===== src/rtl/mem_arbiter.sv =====
// mem_arbiter: two-port (instruction fetch / data) arbiter in front of a single-port SRAM.
// Ports: clk, rst (async active-low); IF request if_valid/if_addr -> if_ready;
// data request dm_valid/dm_addr/dm_we/dm_wstrb/dm_wdata -> dm_ready;
// read response resp_valid/resp_id/resp_rdata (one cycle after a read grant);
// SRAM side SRAM_WEB/SRAM_BWEB/SRAM_A/SRAM_IN (driven in the grant cycle) and SRAM_OUT.
module mem_arbiter #(
  parameter int STARVE_LIMIT = 4
) (
  input  logic        clk,
  input  logic        rst,
  input  logic        if_valid,
  input  logic [15:0] if_addr,
  output logic        if_ready,
  input  logic        dm_valid,
  input  logic [15:0] dm_addr,
  input  logic        dm_we,
  input  logic [3:0]  dm_wstrb,
  input  logic [31:0] dm_wdata,
  output logic        dm_ready,
  output logic        resp_valid,
  output logic        resp_id,
  output logic [31:0] resp_rdata,
  output logic        SRAM_WEB,
  output logic [31:0] SRAM_BWEB,
  output logic [13:0] SRAM_A,
  output logic [31:0] SRAM_IN,
  input  logic [31:0] SRAM_OUT
);
  localparam int CW = ($clog2(STARVE_LIMIT + 1) > 3) ? $clog2(STARVE_LIMIT + 1) : 3;
  logic [CW-1:0] r_starve;
  logic          r_rd_pend;
  logic          r_rd_id;
  logic [13:0]   r_sram_a;
  logic [31:0]   r_sram_in;
  logic          w_if_pri;
  logic          w_if_gnt;
  logic          w_dm_gnt;
  logic          w_dm_wr;
  logic          w_rd_gnt;
  logic          w_unused;
  // grants are gated by rst so the SRAM port is quiet while reset is held
  assign w_if_pri = if_valid && (r_starve == CW'(STARVE_LIMIT));
  assign w_if_gnt = rst && if_valid && (w_if_pri || !dm_valid);
  assign w_dm_gnt = rst && dm_valid && !w_if_pri;
  // a write with no strobes is still granted but never touches the array
  assign w_dm_wr  = w_dm_gnt && dm_we && (|dm_wstrb);
  assign w_rd_gnt = w_if_gnt || (w_dm_gnt && !dm_we);
  assign w_unused = ^{if_addr[1:0], dm_addr[1:0]};
  assign if_ready   = w_if_gnt;
  assign dm_ready   = w_dm_gnt;
  assign SRAM_WEB   = !w_dm_wr;
  assign SRAM_BWEB  = w_dm_wr ? ~{{8{dm_wstrb[3]}}, {8{dm_wstrb[2]}}, {8{dm_wstrb[1]}}, {8{dm_wstrb[0]}}} : '1;
  assign SRAM_A     = w_if_gnt ? if_addr[15:2] : w_dm_gnt ? dm_addr[15:2] : r_sram_a;
  assign SRAM_IN    = (w_dm_gnt && dm_we) ? dm_wdata : r_sram_in;
  assign resp_valid = r_rd_pend;
  assign resp_id    = r_rd_id;
  assign resp_rdata = r_rd_pend ? SRAM_OUT : '0;
  always_ff @(posedge clk or negedge rst) begin
    if (!rst) begin
      r_starve  <= '0;
      r_rd_pend <= 1'b0;
      r_rd_id   <= 1'b0;
      r_sram_a  <= '0;
      r_sram_in <= '0;
    end else begin
      r_starve  <= (!if_valid || w_if_gnt) ? '0 : (r_starve == CW'(STARVE_LIMIT)) ? r_starve : r_starve + 1'b1;
      r_rd_pend <= w_rd_gnt;
      r_rd_id   <= w_rd_gnt ? !w_if_gnt : r_rd_id;
      r_sram_a  <= SRAM_A;
      r_sram_in <= SRAM_IN;
    end
  end
endmodule


===== config.mk =====
export PLATFORM = sky130hd
export DESIGN_NAME = mem_arbiter
export DESIGN_NICKNAME = d
export VERILOG_FILES = /design/src/rtl/mem_arbiter.sv
export SDC_FILE = /design/constraint.sdc
export NUM_CORES = 1
export LEC_CHECK = 0
export CORE_MARGIN = 8
export CORE_UTILIZATION = 35
export DETAILED_ROUTE_END_ITERATION = 6
export GPL_ROUTABILITY_DRIVEN = 0
export PLACE_DENSITY = 0.95
export SYNTH_ARGS = -nofsm -noshare
export SYNTH_HDL_FRONTEND = slang
export SYNTH_SLANG_ARGS = --single-unit

===== constraint.sdc =====
create_clock -name clk -period 6.2 [get_ports clk]
set_input_delay 0.93 -clock clk [delete_from_list [all_inputs] [get_ports clk]]
set_output_delay 0.93 -clock clk [all_outputs]
set_load 0.03 [all_outputs]

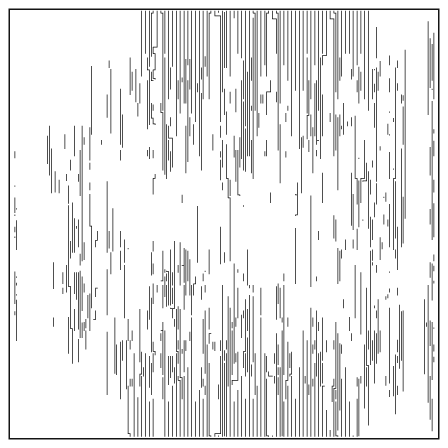
Fig. 1. Met2 routing (run 1).
share of all routed wire	55%
wire length on this layer	5,130 microns
nets with wire on the layer	463
longest straight run	40.3 microns

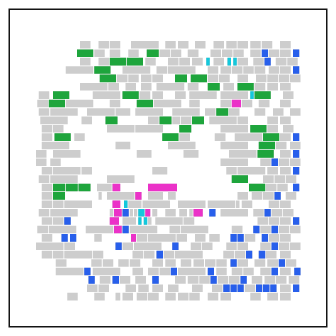
Fig. 2. Gate-type map (run 1).
family	colour	cells
aoi and oai cells	magenta	11
mux cells	green	32
and/or cells	blue	48
nand cells	cyan	8
most numerous logic cell after layout: clkdlybuf4s50_1
multi-input combinational area share: 22.13%
fin cells: 499

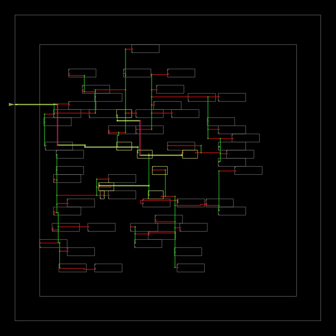
Fig. 3. Clock routing (run 1).
clk pwr: 0.204 mW
number of clock sinks: 51
Insertion Delay late pin: 290 ps
TritonCTS Buffers: 5

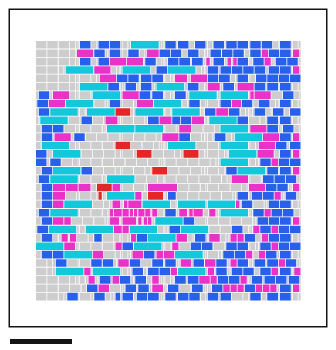
Fig. 4. Placed cells, one colour a class (run 1).
The bar under the picture is 20 microns long. Fill, decap, tap and diode cells in grey.
class	colour	cells	share of their area
registers	cyan	51	28%
remaining buffers and delay cells	blue	218	47%
remaining logic cells	magenta	123	23%
clock drivers and dummy loads	red	8	2.2%
Finished Core Util: 65.31%
Rows: 31
Core Area: 0.007253 sq mm

## run 1: worst min-delay path by stage
stage                                  startpoint                       to  slack, ps  cells past startpoint
after CTS                 r_sram_in[30]$_DFF_PN0_  r_sram_in[30]$_DFF_PN0_        490                      1
after detailed placement  r_sram_in[27]$_DFF_PN0_  r_sram_in[27]$_DFF_PN0_        470                      1
final                     r_sram_in[30]$_DFF_PN0_  r_sram_in[30]$_DFF_PN0_        490                      1
after floorplan           r_sram_in[10]$_DFF_PN0_  r_sram_in[10]$_DFF_PN0_        550                      1
after global routing      r_sram_in[13]$_DFF_PN0_  r_sram_in[13]$_DFF_PN0_        510                      1
after global placement    r_sram_in[28]$_DFF_PN0_  r_sram_in[28]$_DFF_PN0_        470                      1
==> out/metrics.cfg, run 1 <==
[outcome]
status=completed

[cts]
cts_resized=0
clk_pin_slew_worst_paths_ps=80
cts_buffer_depth=2

[timing]
fin_hold_ws_ps=490.7
max_freq_mhz=216.0
finalClockPeriodUsage_pct=74.69
tightest_slew_ps=1287
finalSetupViolCount=0
rsz0062_at_grt=false
worst_clock_skew_ps=6.010

[critical_path]
crit_slowest_cell=clkdlybuf4s50_1
reg2reg_setup_slack_ps=4150
critPathTopFamily=buffers and inverters
r2r-start=r_starve[0]$_DFFE_PN0P_
crit_chain=buf_2 > buf_4 > o21ai_0 > and2_1 > a221o_1 > clkdlybuf4s50_1
reg2reg_to=r_sram_in[3]$_DFF_PN0_
crit_start=rst

[finish]
regMostFlops=r_sram_in
n_sequential_cell=51
largest_reg_flops=32
nClkBuffers=8
stdcell_area_sq_mm=0.004737
register_area_sq_mm=0.001276
drive_gt1_share_pct=10.25
seq_share_pct=26.94

[min_path]
hp-class=flop to flop

[yosys]
synthTopLogicFamily=multiplexers
top_cell_area_share_pct=48.85
syn_avg_cell_area_sq_um=12.38
fa_ha_area_share_pct=0.9579
synthMuxAreaShare_pct=16.67
ys_sh_xor_pct=0
yosys.stat.seqShare_pct=48.85

[global_routing]
grt_pass1_wl_microns=13320
grt_pass1_vias=2551
track_usage_pct=16.34
grt_overflow=0
met2_usage_pct=32.63

[place]
portBuffers=215

[routing]
drtPass1Iterations=4
wl_microns=9267
vias=2260
avgRoutedWirePerCell_microns=18.57
via_per_inst=4.529

[power_and_ir_drop]
ir_drop_mv=0.1497
pwr-share-seq_pct=37.0
p_total_mw=1.093
swShare_pct=33.61

==> run 2, diff against run 1 <==
--- a/config.mk
+++ b/config.mk
@@ -6,10 +6,10 @@
 export NUM_CORES = 1
 export LEC_CHECK = 0
 export CORE_MARGIN = 8
-export CORE_UTILIZATION = 35
+export CORE_UTILIZATION = 32
 export DETAILED_ROUTE_END_ITERATION = 6
 export GPL_ROUTABILITY_DRIVEN = 0
-export PLACE_DENSITY = 0.95
+export PLACE_DENSITY = 0.88
 export SYNTH_ARGS = -nofsm -noshare
 export SYNTH_HDL_FRONTEND = slang
 export SYNTH_SLANG_ARGS = --single-unit
==> constraint.sdc (replaced) <==
create_clock -name clk -period 4.6 [get_ports clk]
set_input_delay 0.69 -clock clk [delete_from_list [all_inputs] [get_ports clk]]
set_output_delay 0.69 -clock clk [all_outputs]
set_load 0.03 [all_outputs]
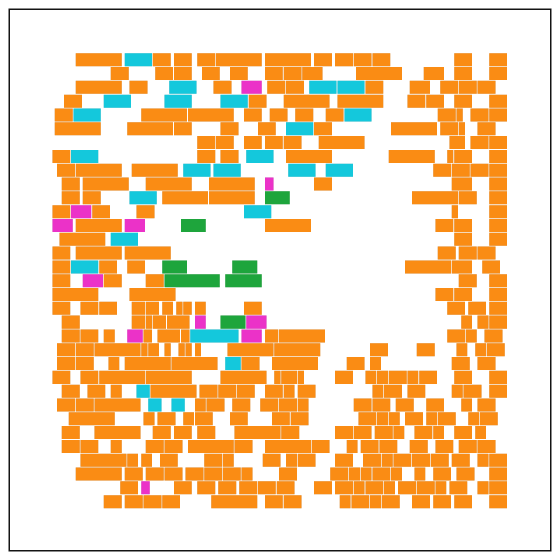
Fig. 5. Sizing map (run 2).
size	colour	cells	share
x3 and x4	cyan	25	6.2%
x1 and smaller	orange	358	89%
x2	magenta	11	2.7%
x6 and larger	green	7	1.7%

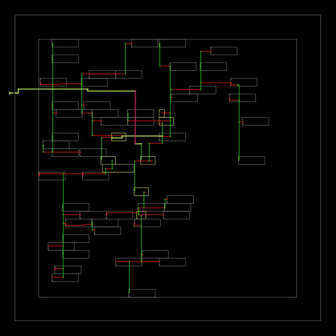
Fig. 6. Clock routing (run 2).
clk pwr: 0.306 mW
final setup skew: 8.097 ps

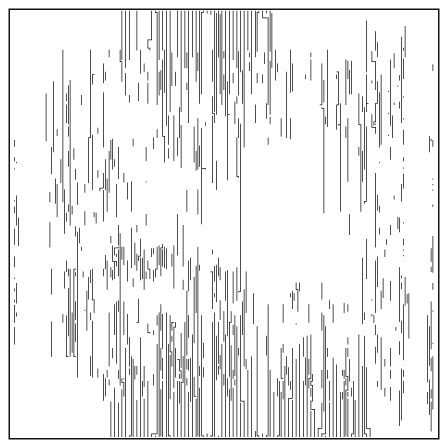
Fig. 7. Met2 routing (run 2).
wire length on this layer	4,630 microns
longest straight run	46.9 microns

==> run 2 against run 1 <==
Compared with the run above:
- die area is 7.9% higher
- sequential share of layout area down 0.23 points
- hold slack lost 270 ps
- first-iteration DRC count increased by 61%
- global-route usage shrank 1.1 points
- flip-flop count is the same
- critical path depth down 1
- design area up 0.85%
- clock-buffer cell count down 3
- register-to-register slack got worse by 1600 ps
- utilization down 6.0 points
- total power up 38%
- highest routed layer unchanged
==> out/metrics.cfg, run 2 <==
[critical_path]
critPathTopFamily=buffers and inverters
reg2reg_setup_slack_ps=2600  ; -1550 ps

[global_routing]
track_usage_pct=15.26  ; -1.1 points
grt_pass1_vias=2506  ; -1.8%
met2_usage_pct=27.39  ; -5.2 points

[floorplanning]
num_rows=33  ; +6.5%
core_area_sq_mm=0.008051  ; +11%

[yosys]
synthMuxAreaShare_pct=16.67  ; unchanged
yosys.stat.seqShare_pct=48.85  ; unchanged
syn_avg_cell_area_sq_um=12.38  ; unchanged

[finish]
largest_reg_flops=32  ; unchanged
drive_gt1_share_pct=10.72  ; +0.47 points
regMostFlops=r_sram_in

[timing]
finalSetupViolCount=0  ; unchanged

[routing]
wl_microns=9120  ; -1.6%
avgRoutedWirePerCell_microns=18.02  ; -2.9%
vias=2283  ; +1.0%
via_per_inst=4.512  ; -0.38%

[cts]
cts_buffer_depth=2  ; unchanged
numCtsBuffers=5  ; unchanged
clk_pin_slew_worst_paths_ps=90  ; about the same

[outcome]
status=completed

==> run 2: metrics by stage <==
stage                     area, sq um  hold WS [ps]  cells  worst slack [ps]  utilization, %
after floorplan                  2613         394.4    211              1895               -
after global placement           4664         466.2    498             845.5           57.93
after detailed placement         4664         470.2    498             800.7           57.93
after CTS                        4777         216.1    506             797.3           59.33
after global routing             4777         210.5    506             641.2           59.33
final                            4777         219.5    506             824.1           59.33
==> run 2: cell type report <==
class	instances	area, sq um
fill	651	3274
multi-input combinational	118	1049
tap	105	131.4
clock inverter	3	43.79
clock buffer	5	68.82
inverter	5	18.77
sequential	51	1276
timing repair buffer	219	2190
==> run 2: where the power goes <==
part           switching (mW)  internal [mW]
registers              0.0246          0.521
clock network           0.144          0.162
logic                   0.331          0.321
total                   0.500           1.00
==> run 3, diff against run 2 <==
==> constraint.sdc (replaced) <==
create_clock -name clk -period 3.5 [get_ports clk]
set_input_delay 0.525 -clock clk [delete_from_list [all_inputs] [get_ports clk]]
set_output_delay 0.525 -clock clk [all_outputs]
set_load 0.03 [all_outputs]
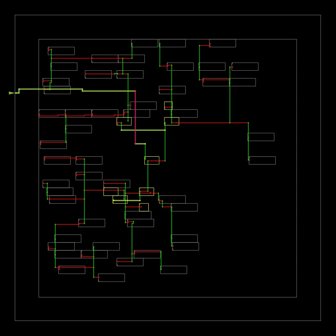
Fig. 8. Clock routing (run 3).
Insertion Delay late pin: 300 ps
final setup skew: 9.619 ps

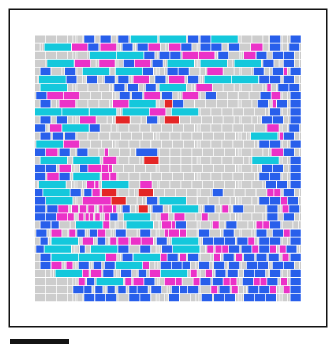
Fig. 9. Placed cells, one colour a class (run 3).
The bar under the picture is 20 microns long. Fill, decap, tap and diode cells in grey.
class	colour	cells	share of their area
remaining buffers and delay cells	blue	223	47%
remaining logic cells	magenta	123	23%
clock drivers and dummy loads	red	8	2.1%
registers	cyan	51	28%

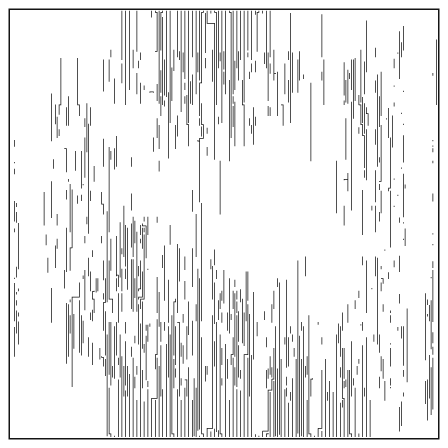
Fig. 10. Met2 routing (run 3).
nets with wire on the layer	454
main direction	vertical
share of all routed wire	51%
longest straight run	42.8 microns
vias: 2,302
detailed-route wire length: 9240 microns
met2 Use GR: 27.79%

==> run 3 against run 2 <==
Compared with the run above:
- global-route usage is essentially flat
- setup slack lost 660 ps
- critical path depth grew 1
- utilization shrank 0.26 points
- clock power grew 18%
- synthesized cell count is the same
- die area is the same
- clock-buffer cell count grew 1
- hold slack gained 160 ps
- area after synthesis is the same
- register-to-register slack lost 1100 ps
==> out/metrics.cfg, run 3 <==
[outcome]
status=completed

[global_routing]
track_usage_pct=15.30  ; +0.036 points

[finish]
n_sequential_cell=51  ; unchanged
bufAreaShareNonClock_pct=45.88  ; +0.047 points
buffers_excl_clock=223  ; +1.8%
nClkBuffers=6  ; +1
logic_area_sq_mm=0.001049  ; unchanged
nNonClkInverters=5  ; unchanged
comb_share_pct=22.05  ; +0.098 points
largest_class=buffers
regMostFlops=r_sram_in
instances_no_fill=510  ; +0.79%
fill_cells=684  ; +5.1%
stdcell_area_sq_mm=0.004756  ; -0.45%
seq_share_pct=26.83  ; +0.12 points
clock_cell_area_share_pct=2.078  ; -0.28 points
comb_cells=118  ; unchanged

[timing]
finalSetupViolCount=0  ; unchanged
fin_ws_ps=166.8  ; -657.4 ps

[cts]
clk_pin_slew_worst_paths_ps=100  ; about the same
numCtsBuffers=5  ; unchanged
cts_buffer_depth=2  ; unchanged

[place]
placed_cell_area_sq_mm=0.004657  ; -0.16%
placedCellCount=502  ; +0.80%

[floorplanning]
core_area_sq_mm=0.008051  ; unchanged
num_rows=33  ; unchanged

[critical_path]
reg2reg_setup_slack_ps=1530  ; -1070 ps

[yosys]
yosys.stat.seqShare_pct=48.85  ; unchanged
syn_avg_cell_area_sq_um=12.38  ; unchanged

[run 3: per-layer routing]
layer	share of wire (%)	global-route usage, %	up-vias
met4	0.78	2.613	0
met2	51	27.79	117
met1	38	16.80	1099
met3	10	5.626	6
met5	0	0	-
li1	-	-	1080
[run 3: power breakdown]
group	internal [mW]	switching (mW)	total (mW)	leakage, nW
Clock	0.162	0.200	0.362	0.0474
Sequential	0.684	0.0302	0.714	0.616
Combinational	0.416	0.437	0.853	1.33
Total	1.26	0.667	1.93	2.00
[run 3: kinds of logic after synthesis]
logic type               count (synthesis)  synth area share [%]
adder cells (fa/ha/maj)                  2                0.9577
flip-flops                              51                 48.85
AND-OR/OR-AND                           26                 9.435
AND/OR/NAND/NOR                         58                 13.07
multiplexers                            32                 16.67
buffers and inverters                   42                 11.02
No activity file was given, so power comes from the tool's default toggle rates.
